[config.mk]
export PLATFORM = sky130hd
export DESIGN_NAME = v_issue_seq
export DESIGN_NICKNAME = d
export VERILOG_FILES = /design/src/rtl/v_issue_seq.sv
export SDC_FILE = /design/constraint.sdc
export NUM_CORES = 1
export LEC_CHECK = 0
export CAP_MARGIN = 10
export CELL_PAD_IN_SITES_DETAIL_PLACEMENT = 2
export CELL_PAD_IN_SITES_GLOBAL_PLACEMENT = 2
export CORE_MARGIN = 10
export CORE_UTILIZATION = 27
export CTS_BUF_LIST = sky130_fd_sc_hd__clkbuf_8
export CTS_CLUSTER_SIZE = 14
export DETAILED_ROUTE_END_ITERATION = 16
export HOLD_SLACK_MARGIN = 0.08
export PLACE_DENSITY = 0.88
export SLEW_MARGIN = 20
export SYNTH_ARGS = -nofsm -noshare
export SYNTH_HDL_FRONTEND = slang
export SYNTH_SLANG_ARGS = --single-unit
[constraint.sdc]
create_clock -name clk -period 4.1 [get_ports clk]
set_clock_uncertainty 0.2 [all_clocks]
set_input_delay 0.82 -clock clk [delete_from_list [all_inputs] [get_ports clk]]
set_output_delay 0.82 -clock clk [all_outputs]
set_load 0.02 [all_outputs]
[src/rtl/v_issue_seq.sv]
// v_issue_seq: vector issue sequencer; splits one decoded instruction into LANES-wide beats for one functional unit.
// Latency: a vconfig completes in 1 cycle; an instruction with N beats reports instr_done N+2 cycles after accept.
// Backpressure: dec_ready is high only in IDLE; a beat holds fu_valid, beat_idx and elem_mask until fu_ready of its unit.
// Optional feature macro: V_ISSUE_PERF_EN adds a saturating 32-bit stall_cnt output.
module v_issue_seq #(
  parameter int LANES = 4,
  parameter int VLMAX = 32,
  localparam int BW = $clog2(VLMAX / LANES + 1),
  localparam int VW = $clog2(VLMAX + 1)
) (
  input  logic             clk,
  input  logic             nrst,
  input  logic             dec_valid,
  output logic             dec_ready,
  input  logic             is_vconfig,
  input  logic [31:0]      avl,
  input  logic [2:0]       fu_sel,
  output logic [4:0]       fu_valid,
  input  logic [4:0]       fu_ready,
  input  logic [4:0]       fu_done,
  input  logic             abort,
  output logic [BW-1:0]    beat_idx,
  output logic [LANES-1:0] elem_mask,
  output logic [VW-1:0]    vl,
  output logic             busy,
  output logic             instr_done,
  output logic             illegal
`ifdef V_ISSUE_PERF_EN
  ,
  output logic [31:0]      stall_cnt
`endif
);

  typedef enum logic [1:0] {
    IDLE  = 2'd0,
    ISSUE = 2'd1,
    DRAIN = 2'd2,
    DONE  = 2'd3
  } state_t;

  state_t           state_q, state_d;
  logic [VW-1:0]    vl_q, vl_d;
  logic [2:0]       sel_q, sel_d;
  logic [BW-1:0]    beat_q, beat_d;
  logic [BW-1:0]    last_q, last_d;
  logic [4:0]       fv_q, fv_d;
  logic [LANES-1:0] mask_q, mask_d;
  logic             done_q, done_d;
  logic             ill_q, ill_d;
  logic             illflag_q, illflag_d;
`ifdef V_ISSUE_PERF_EN
  logic [31:0]      stall_q, stall_d;
  logic             fv_sel;
`endif

  logic       accept;
  logic       rdy_sel;
  logic       done_sel;
  logic [7:0] rdy_ext;
  logic [7:0] done_ext;

  // Active lanes of beat b: lane i carries element b*LANES+i, which is live only below vl.
  // Every beat before the last is automatically full, so one formula covers all beats.
  function automatic logic [LANES-1:0] lane_mask(input logic [BW-1:0] b, input logic [VW-1:0] v);
    logic [LANES-1:0] m;
    m = '0;
    for (int i = 0; i < LANES; i++) begin
      m[i] = ((32'(b) * 32'(LANES)) + 32'(i)) < 32'(v);
    end
    return m;
  endfunction

  // Zero-extend the per-unit inputs so an index of 5..7 reads 0 rather than out of range.
  assign rdy_ext  = {3'b000, fu_ready};
  assign done_ext = {3'b000, fu_done};
  assign rdy_sel  = rdy_ext[sel_q];
  assign done_sel = done_ext[sel_q];
  assign accept   = dec_valid && (state_q == IDLE);

  // Next-state and datapath: handshake, beat stepping, drain wait, abort priority.
  always_comb begin
    state_d   = state_q;
    vl_d      = vl_q;
    sel_d     = sel_q;
    beat_d    = beat_q;
    last_d    = last_q;
    fv_d      = fv_q;
    done_d    = 1'b0;
    ill_d     = 1'b0;
    illflag_d = illflag_q;
    case (state_q)
      IDLE: begin
        if (accept) begin
          if (is_vconfig) begin
            vl_d   = (avl > 32'(VLMAX)) ? VW'(VLMAX) : VW'(avl);
            done_d = 1'b1;
          end else begin
            sel_d  = fu_sel;
            beat_d = '0;
            if (fu_sel > 3'd4) begin
              illflag_d = 1'b1;
              state_d   = DONE;
            end else if (vl_q == '0) begin
              illflag_d = 1'b0;
              state_d   = DONE;
            end else begin
              illflag_d = 1'b0;
              // ceil(vl/LANES)-1 == floor((vl-1)/LANES) for vl >= 1
              last_d    = BW'((32'(vl_q) - 32'd1) / 32'(LANES));
              fv_d      = 5'b00001 << fu_sel;
              state_d   = ISSUE;
            end
          end
        end
      end
      ISSUE: begin
        if (abort) begin
          fv_d    = '0;
          state_d = IDLE;
        end else if (rdy_sel) begin
          if (beat_q == last_q) begin
            fv_d    = '0;
            // completion seen together with the last-beat accept skips DRAIN
            state_d = done_sel ? DONE : DRAIN;
          end else begin
            beat_d = beat_q + 1'b1;
          end
        end
      end
      DRAIN: begin
        if (abort) begin
          state_d = IDLE;
        end else if (done_sel) begin
          state_d = DONE;
        end
      end
      DONE: begin
        done_d  = 1'b1;
        ill_d   = illflag_q;
        state_d = IDLE;
      end
      default: state_d = IDLE;
    endcase
    mask_d = (state_d == ISSUE) ? lane_mask(beat_d, vl_d) : '0;
  end

`ifdef V_ISSUE_PERF_EN
  // Count cycles where the selected unit is offered a beat but refuses it; stick at all ones.
  assign fv_sel = fv_q[sel_q[2:0] > 3'd4 ? 3'd0 : sel_q] && (sel_q <= 3'd4);
  always_comb begin
    stall_d = stall_q;
    if (fv_sel && !rdy_sel && (stall_q != '1)) begin
      stall_d = stall_q + 32'd1;
    end
  end
  assign stall_cnt = stall_q;
`endif

  // State and registered outputs; reset drops any in-flight instruction without a done pulse.
  always_ff @(posedge clk or negedge nrst) begin
    if (!nrst) begin
      state_q   <= IDLE;
      vl_q      <= VW'(VLMAX);
      sel_q     <= '0;
      beat_q    <= '0;
      last_q    <= '0;
      fv_q      <= '0;
      mask_q    <= '0;
      done_q    <= 1'b0;
      ill_q     <= 1'b0;
      illflag_q <= 1'b0;
`ifdef V_ISSUE_PERF_EN
      stall_q   <= '0;
`endif
    end else begin
      state_q   <= state_d;
      vl_q      <= vl_d;
      sel_q     <= sel_d;
      beat_q    <= beat_d;
      last_q    <= last_d;
      fv_q      <= fv_d;
      mask_q    <= mask_d;
      done_q    <= done_d;
      ill_q     <= ill_d;
      illflag_q <= illflag_d;
`ifdef V_ISSUE_PERF_EN
      stall_q   <= stall_d;
`endif
    end
  end

  assign dec_ready  = (state_q == IDLE);
  assign busy       = (state_q != IDLE);
  assign fu_valid   = fv_q;
  assign beat_idx   = beat_q;
  assign elem_mask  = mask_q;
  assign vl         = vl_q;
  assign instr_done = done_q;
  assign illegal    = ill_q;

endmodule
**Cell classes on the final placement**

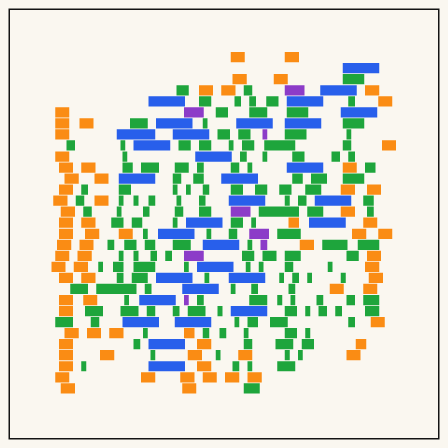
Purple marks clock drivers and dummy loads, cells 8. Green marks combinational and other logic, cells 159. Blue marks flops, cells 31. Orange marks other buffers and delay cells, cells 75.
# rows: 31
fin area: 2910 sq um
Std-Cell Core Area: 7180 sq um
fin util: 40.5%
Seq area share: 26.7%

==> out/metrics.csv <==
stage,metric,value,unit
setup_path,endpoint_kind,flop,
drt,vias_per_cell,4.98,
clock_network,clk_pin_slew,0.07,ns
cells_and_area,drive_above_1_share,12.5,%
clock_network,tritoncts,yes,
drt,route.detailed.drc,0,
min_path,min_path_type,reg2reg,
synthesis,edf_count,0,
global_route,grt-ovfl-total,0,
final_timing,fin_tns_setup,0,ns
drt,drt_wl_total,7160,um
setup_path,crit_chain,clkdlybuf4s50_1 > nor4b_1 > a31o_4 > o21ba_2 > nand4_1 > xnor2_1 > a22o_1 > ha_1 > nand3_1 > a311o_2 > a21oi_1 > nor3_1,
setup_path,crit_path_max_incr_delay,0.45,ns
synthesis,yosys_warnings,0,
cells_and_area,diodes,0,
cells_and_area,regArea,777,sq um
clock_network,clkLatencyLatePin,0.29,ns
clock_network,post_cts_resized,0,
cells_and_area,instances_no_fill,372,
power,p_per_area,518,nW/um^2
final_timing,finalCritPeriodShare,87.0,%
synthesis,ff_type,dfrtp_1,
final_timing,maxSlewHeadroom,60.2,%
final_timing,drv_slew,0,
global_route,grt_max_degree,32,
placed_design,placed_area,2820,sq um
cells_and_area,nFillCells,767,
setup_path,arrival,3.53,ns
floorplan,die_area,11100,sq um
synthesis,fp_nets,253,
clock_network,cts_hold_buffers,0,
drt,wire_per_inst,19.2,um
global_route,grt_pass1_wl,11700,um
final_timing,max_freq,280,MHz
setup_path,startpoint_type,input port,
final_timing,finalCriticalPeriod,3.57,ns
flow_run,warning_count,30,
synthesis,synth.cell_area,1970,sq um
placed_design,dp.cells,364,
floorplan,fp-utilization,27.5,%
synthesis,avgSynthCellArea,10.2,sq um
clock_network,cts_buffers,5,
outcome,outcome,"complete, no violations",
global_route,first_global_vias,2191,
setup_path,criticalPathCategory,in2reg,
clock_network,clk_path_buf_depth,2,
final_timing,final-setup-viol-count,0,
final_timing,worstMarginPinSlew,0.591,ns
power,p_leak,0.00124,uW
final_timing,rsz0062_at_grt,false,
setup_path,critPathBufInv,1,
drt,drt_pass1_iterations,2,
setup_path,cp_max_fo,5,
**Register map, names as in the netlist**

Scale bar: 20 um. Other sequential cells in the stronger gray, the rest of the logic in the fainter gray.
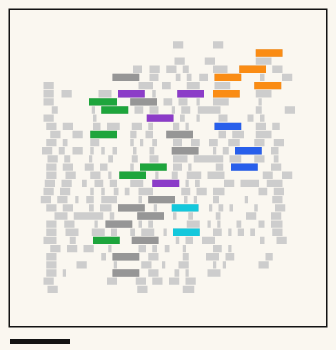
Blue marks sel_q, flops 3. Green marks vl, flops 6. Orange marks fu_valid, flops 5, where north-east. Purple marks beat_idx, flops 4. Cyan marks state_q, flops 2.
Another 11 sequential cells are not colored.

==> worst register-to-register path, delay by kind of cell (launching register included) <==
family          cells  cell delay [ns]
compound gates      3             0.76
flops               1             0.43
fa+ha+maj           2             0.84
simple gates        5             0.80
buf+inv             1             0.12
==> layout by cell type (no fill, tap or decap), types with 4 or more instances in the layout <==
cell             instances
clkbuf_8                 5
xor2_1                   5
nor2_1                  18
a22o_1                   7
xnor2_1                  4
ha_1                    10
clkdlybuf4s50_1         72
nand2b_1                 4
nand2_1                 11
nor4_1                   5
nand3_1                  8
dfrtp_1                 30
inv_1                   18
a21oi_1                  7
nor3_1                  10
o21a_1                   4
mux2_4                   6
==> synth_stat cells, types with 2 or more instances <==
cell	n	share of area, %
a21oi_1	7	1.8
a22o_1	7	3.1
a22oi_1	2	0.76
clkbuf_1	2	0.38
dfrtp_1	30	38
ha_1	10	6.3
inv_1	16	3.0
mux2_2	3	1.7
mux2_4	6	4.6
nand2_1	11	2.1
nand2b_1	4	1.3
nand3_1	8	2.0
nand3b_1	2	0.76
nand4_1	3	0.95
nor2_1	18	3.4
nor2b_1	2	0.63
nor3_1	10	2.5
nor4_1	5	1.6
nor4_2	3	1.9
nor4b_1	2	0.89
o21a_1	4	1.5
o21ai_0	3	0.76
xnor2_1	4	1.8
xor2_1	5	2.2
==> sequential cells by signal (all words and copies together) (netlist names) <==
name / count
vl: 6
fu_valid: 5
beat_idx: 4
elem_mask: 4
last_q: 4
sel_q: 3
state_q: 2
illegal: 1
illflag_q: 1
instr_done: 1
==> metal layers <==
| layer | wire (um) | up-vias | GRT usage, % |
|---|---|---|---|
| li1 | - | 859 | - |
| met1 | 2830 | 927 | 13.1 |
| met2 | 3750 | 61 | 24.4 |
| met3 | 522 | 5 | 5.05 |
| met4 | 53 | 0 | 2.65 |
| met5 | 0 | - | 0 |
==> worst paths after layout <==
check | startpoint | to | slack (ns) | cells past startpoint
min in group asynchronous | nrst | instr_done | 0.74 | 2
setup / recovery | fu_ready[0] | elem_mask[0] | 0.53 | 12
setup reg to reg | state_q[1] | elem_mask[0] | 0.84 | 11
hold reg to reg | fu_valid[3] | fu_valid[3] | 0.33 | 1
max in group asynchronous | nrst | vl[5] | 2.63 | 2
hold / removal | fu_valid[3] | fu_valid[3] | 0.33 | 1
==> power by group <==
| part | internal [uW] | switching [uW] |
|---|---|---|
| clock network | 114 | 115 |
| registers | 398 | 95.4 |
| logic | 366 | 417 |
| total | 878 | 628 |
==> logic make-up after synthesis <==
kind of cell / share of synthesized area (%)
and+or+nand+nor: 21.1
AOI/OAI and AO/OA: 17.8
DFF: 39.4
buffers and inverters: 4.00
muxes: 7.36
adders and majority gates: 6.35
xor gates and xnor gates: 4.00
==> metrics by stage <==
stage,worst slack (ns),utilization [%]
floorplan,0.939,-
global placement,0.331,39.4
detailed placement,0.240,39.4
CTS,0.522,40.5
global route,0.367,40.5
finish,0.532,40.5
==> final cells by class <==
type,count,share of cell area [%]
repair buffers,75,25.6
clock buffers,5,2.37
well taps,99,4.26
clock inverters,3,0.431
inverters,17,2.20
flip-flops and latches,31,26.7
multi-input cells,142,38.4
No activity file was given, so power comes from the tool's default toggle rates.
